==> config.mk <==
export PLATFORM = sky130hd
export DESIGN_NAME = exp_sa
export DESIGN_NICKNAME = d
export VERILOG_FILES = /design/src/rtl/exp_pkg.sv /design/src/rtl/exp_lut.sv /design/src/rtl/exp_sa.sv
export SDC_FILE = /design/constraint.sdc
export NUM_CORES = 1
export LEC_CHECK = 0
export CAP_MARGIN = 20
export CORE_ASPECT_RATIO = 1.25
export CORE_UTILIZATION = 41
export DETAILED_ROUTE_END_ITERATION = 10
export MAX_ROUTING_LAYER = met4
export PLACE_DENSITY = 0.58
export SKIP_CTS_REPAIR_TIMING = 1
export SYNTH_ARGS = -nofsm -noshare
export SYNTH_HDL_FRONTEND = slang
export SYNTH_SLANG_ARGS = --single-unit
export TNS_END_PERCENT = 100
==> constraint.sdc <==
create_clock -name clk -period 4.4 [get_ports clk]
set_input_delay 0.66 -clock clk [delete_from_list [all_inputs] [get_ports clk]]
set_output_delay 0.66 -clock clk [all_outputs]
set_load 0.005 [all_outputs]
==> src/rtl/exp_pkg.sv <==
// Shared constants, state encoding and ln(1-2^-k) table for the shift-and-add exponential.
package exp_pkg;

    localparam int ONE_Q8  = 256;
    localparam int MIN_X   = -256;
    localparam int N_STEPS = 16;

    typedef enum logic [1:0] {
        IDLE = 2'd0,
        RUN  = 2'd1,
        DONE = 2'd2
    } state_e;

    // Entry i holds round(ln(1 - 2^-(i+1)) * 256) in Q2.8.
    localparam logic signed [10:0] LN_LUT [8] = '{
        -11'sd177, -11'sd74, -11'sd34, -11'sd17,
        -11'sd8,   -11'sd4,  -11'sd2,  -11'sd1
    };

endpackage

==> src/rtl/exp_lut.sv <==
// Combinational ln(1-2^-k) lookup; k_idx = k-1 so k in 1..8 fits three bits.
module exp_lut
    import exp_pkg::*;
(
    input  logic [2:0]         k_idx,
    output logic signed [10:0] ln_k
);

    assign ln_k = LN_LUT[k_idx];

endmodule

==> src/rtl/exp_sa.sv <==
// Iterative shift-and-add e^x for Q2.8 x in [-1.0, 0.0]; fixed 16-step latency.
// Handshake: start is accepted only in IDLE/DONE; done is a level that holds y/range_err until the next accepted start.
module exp_sa
    import exp_pkg::*;
#(
    parameter int W     = 10,
    parameter int FRAC  = 8,
    parameter int GUARD = 8
) (
    input  logic         clk,
    input  logic         rst,
    input  logic         start,
    input  logic [W-1:0] x0,
    output logic [W-1:0] y,
    output logic         done,
    output logic         busy,
    output logic         range_err,
    output state_e       state
);

    localparam int AW = 2 + FRAC + GUARD;
    localparam int RW = W + 1;
    localparam logic signed [W-1:0] MIN_XW = W'(MIN_X);

    logic [3:0]           step;
    logic [3:0]           shamt;
    logic signed [RW-1:0] r;
    logic signed [RW-1:0] r_nxt;
    logic signed [RW-1:0] ln_k;
    logic [AW-1:0]        yacc;
    logic [AW-1:0]        yacc_nxt;
    logic [W-1:0]         y_rnd;
    logic signed [W-1:0]  x_s;
    logic                 apply;

    exp_lut u_lut (
        .k_idx (step[3:1]),
        .ln_k  (ln_k)
    );

    assign x_s   = signed'(x0);
    assign shamt = {1'b0, step[3:1]} + 4'd1;
    assign apply = (r <= ln_k);

    // Each step of k is tried twice; both attempts share the same greedy rule.
    always_comb begin
        r_nxt    = r;
        yacc_nxt = yacc;
        if (apply) begin
            r_nxt    = r - ln_k;
            yacc_nxt = yacc - (yacc >> shamt);
        end
    end

    // Round-half-up of the post-step accumulator so the final step is included.
    assign y_rnd = W'((yacc_nxt + AW'(1 << (GUARD - 1))) >> GUARD);

    always_ff @(posedge clk) begin
        if (rst) begin
            state     <= IDLE;
            step      <= '0;
            r         <= '0;
            yacc      <= '0;
            y         <= '0;
            done      <= 1'b0;
            busy      <= 1'b0;
            range_err <= 1'b0;
        end else begin
            case (state)
                IDLE, DONE: begin
                    if (start) begin
                        if (!x_s[W-1] && (x_s != '0)) begin
                            r         <= '0;
                            range_err <= 1'b1;
                        end else if (x_s < MIN_XW) begin
                            r         <= {MIN_XW[W-1], MIN_XW};
                            range_err <= 1'b1;
                        end else begin
                            r         <= {x_s[W-1], x_s};
                            range_err <= 1'b0;
                        end
                        yacc  <= AW'(1) << (FRAC + GUARD);
                        step  <= '0;
                        busy  <= 1'b1;
                        done  <= 1'b0;
                        state <= RUN;
                    end
                end
                RUN: begin
                    r    <= r_nxt;
                    yacc <= yacc_nxt;
                    step <= step + 4'd1;
                    if (step == 4'(N_STEPS - 1)) begin
                        y     <= y_rnd;
                        done  <= 1'b1;
                        busy  <= 1'b0;
                        state <= DONE;
                    end
                end
                default: state <= IDLE;
            endcase
        end
    end

endmodule

Figure 1. Power grid.
Pins as bars on the die edge.
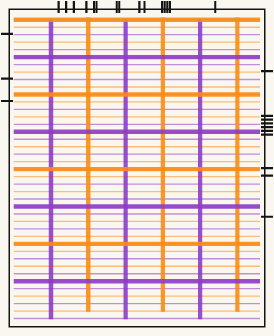
legend:
  orange:
    net: VDD
  purple:
    net: VSS
met4 straps: 6
met1 rails: 41
met5 straps: 8
peak supply drop: 0.1961 mV
floorplan die height: 115.1 um
core footprint: 9759 um2

Figure 2. Placed cells, one colour a class.
Scale bar: 20 um.
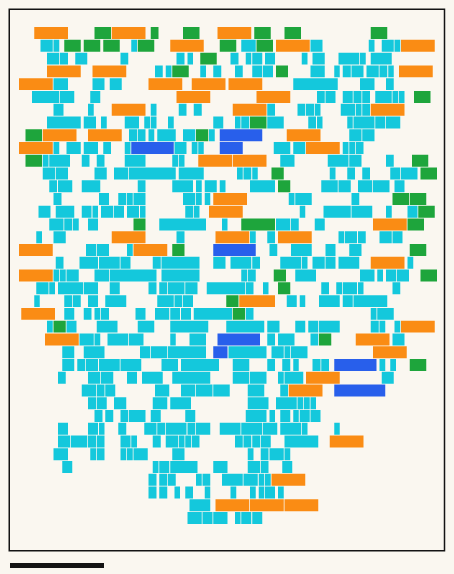
legend:
  orange:
    class: sequential cells
    cells: 48
    share_of_their_area: 21%
  blue:
    class: clock drivers and dummy loads
    cells: 8
    share_of_their_area: 3.8%
  green:
    class: remaining buffers and delay cells
    cells: 40
    share_of_their_area: 8.1%
  cyan:
    class: combinational and other logic
    cells: 430
    share_of_their_area: 67%
fraction of the core area covered by cells at the end of the flow: 49.19%
sequential cell area share: 20.04%
Placement Rows: 40
final non-filler cell area: 4801 um2

Figure 3. Clock wires, drivers and flops.
Scale bar: 20 um.
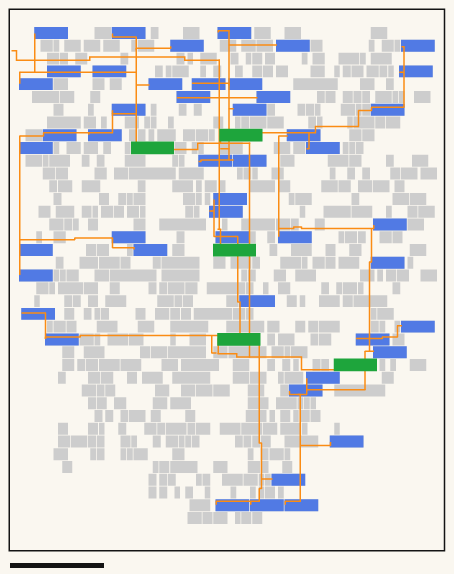
legend:
  orange:
    item: clock wires
    length: 790 um
  green:
    item: clock drivers
    count: 5
  blue:
    item: flip-flops
    count: 48
flops lie: widely spread
final worst clock skew: 0.003697 ns
clock latency on the worst-skew pair: 0.29 ns
clock network fraction of design power: 39.0%
power of the clock network: 468 uW

==> summary.txt <==
Figures from the implementation reports.

- The combined area of the multi-input logic cells is 3079 um2.
- For this design the total switching power over the nets is 357.9 uW.
- The number of flip-flops in the largest register reads 18.
- In this run the clock root is driven by a clkbuf_16.
- Summed over its instances, the top area cell type makes up 22.91% of the synthesized netlist area.
- The switching power as a share of total power is 29.81%.
- The data arrival time at the worst-slack endpoint is 4.30 ns.
- In this run, the synthesized area fraction spent on adder and majority cells is recorded as 10.20%.
- The number of global-route vias before repair is 3708.
- The via count reads 3820.
- The final timing report lists a max-slew violation count of 0.
- The most common cell in the synthesized netlist reads nor2_1.
- The warning count from the yosys run is 0.
- The flow reports an fmax of 244.8 MHz.
- After layout, the buffer instance count without clock buffers stands at 40.
- The worst-path cell with the longest stage delay is mux4_2.
- Registers are responsible for 38.8% of the overall power.
- The post-synthesis cell type count is 68.
- The portion of synthesized area spent on multiplexers is 11.13%.
- The clock buffer count reads 6.
- The mapped cell area is 4194 um2.
- The critical path buffer and inverter count is 1.
- The multi-input logic cell count is 417.
- The largest family of logic cells by area reads AND-OR/OR-AND gates.
- The most used flip-flop cell is dfxtp_1.
- The met2 track utilization from global routing reads 39.31%.
- The H-tree depth reported by CTS is 2.
- The number of standard cells after synthesis reads 506.
- The flow ran to the end, and the final reports show no timing, DRC or antenna violations.
- Wire segments on met3 add up to 369 um in the final route.
- The worst setup path is launched from a flop.
- The share of power burned in combinational logic is 22.2%.
- The cell kind with the greatest summed area reads logic gates.
- Sorting the synthesized cells by area gives the leading types as dfxtp_1 23%, ha_1 9.2%, mux4_2 5.4%.
- The chip area estimate from yosys synthesis is 4194 um2.
- The slack of the critical path reads 0.3148 ns.
- The most common cell type on the critical path reads o21ai_0.
- Per the cell usage report, the commonest logic cells after layout are 59 x nor2_1, 47 x dfxtp_1, 43 x a21oi_1, 35 x nand2_1, 30 x ha_1.
- Per the detail_route report, vias per standard cell equal 5.859.
- The flow reported a cell area power density of 250.1 nW/um2.
- The layout overhead on the synthesized area reads 14.47%.
- The depth of the worst hold-timing path reads 2.
- Overall routing resource usage recorded by global route was 22.47%.
- The final report lists a non-filler cell total of 652.
- yacc holds more flip-flops than any other register.
- The destination of the critical timing path is y[7].
- Counting tap cells, the placed design contains a total of 644 instances.
- The worst max-slew margin expressed relative to the limit reads 32.75%.
- The startpoint identified for the worst hold timing path is y[1].
- The floorplan-stage core utilization is 42.97%.
- The met1 track demand over resource in global routing reads 25.44%.
- According to the timing report, the critical path is launched from step[1].
- The stage logs contain a warning count of 29.
- The worst register-to-register path ends at y[7].
- The largest power group reads clock.
- The number of optimization iterations in the first detailed-route pass reads 4.
- The count of library flops with an enable pin is 0.
- The sequential logic power reads 466 uW.
- Looking at the max-slew report, the worst-margin pin has a slew of 1.005 ns.
- The count of buffers from port buffering is 27.
- The final hold violation count is 0.
- The smallest clock period supported by the final layout is computed as 4.085 ns.
- On the worst path, the slowest cell contributes a delay of 0.53 ns.
- The highest routing layer actually used reads met4.
- The routed design has 11.30 mm of wire.
- The commonest non-fill, non-tap cell in the layout reads nor2_1.
- In this run the horizontal extent of the chip is 92.46 um.
- In this run the register-to-register setup slack is 0.31 ns.
- The number of top-level pins reads 28.
- The number of cells reported by Yosys stat comes to 506.
- The sequential-to-total area share from yosys stat reads 22.91%.
- The flip-flop and latch area reads 962.2 um2.
- The routed layout reports a DRC error count of 0.
- The initial antenna violation count is 0.
Figure 4. Metal layers overlaid.
Two of the layers only.
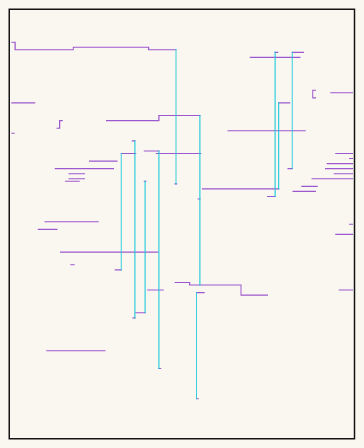
legend:
  purple:
    layer: metal 3
    wire_length: 369 um
  cyan:
    layer: metal 4
    wire_length: 376 um

Figure 5. The clock network.
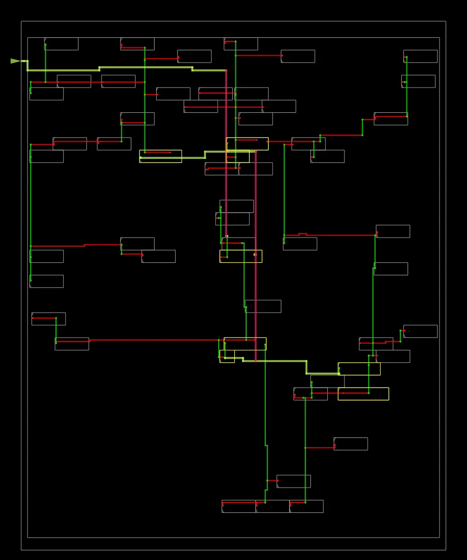
number of clock buffers inserted by TritonCTS: 5
clock tree sinks: 48

No activity file was given, so power comes from the tool's default toggle rates.
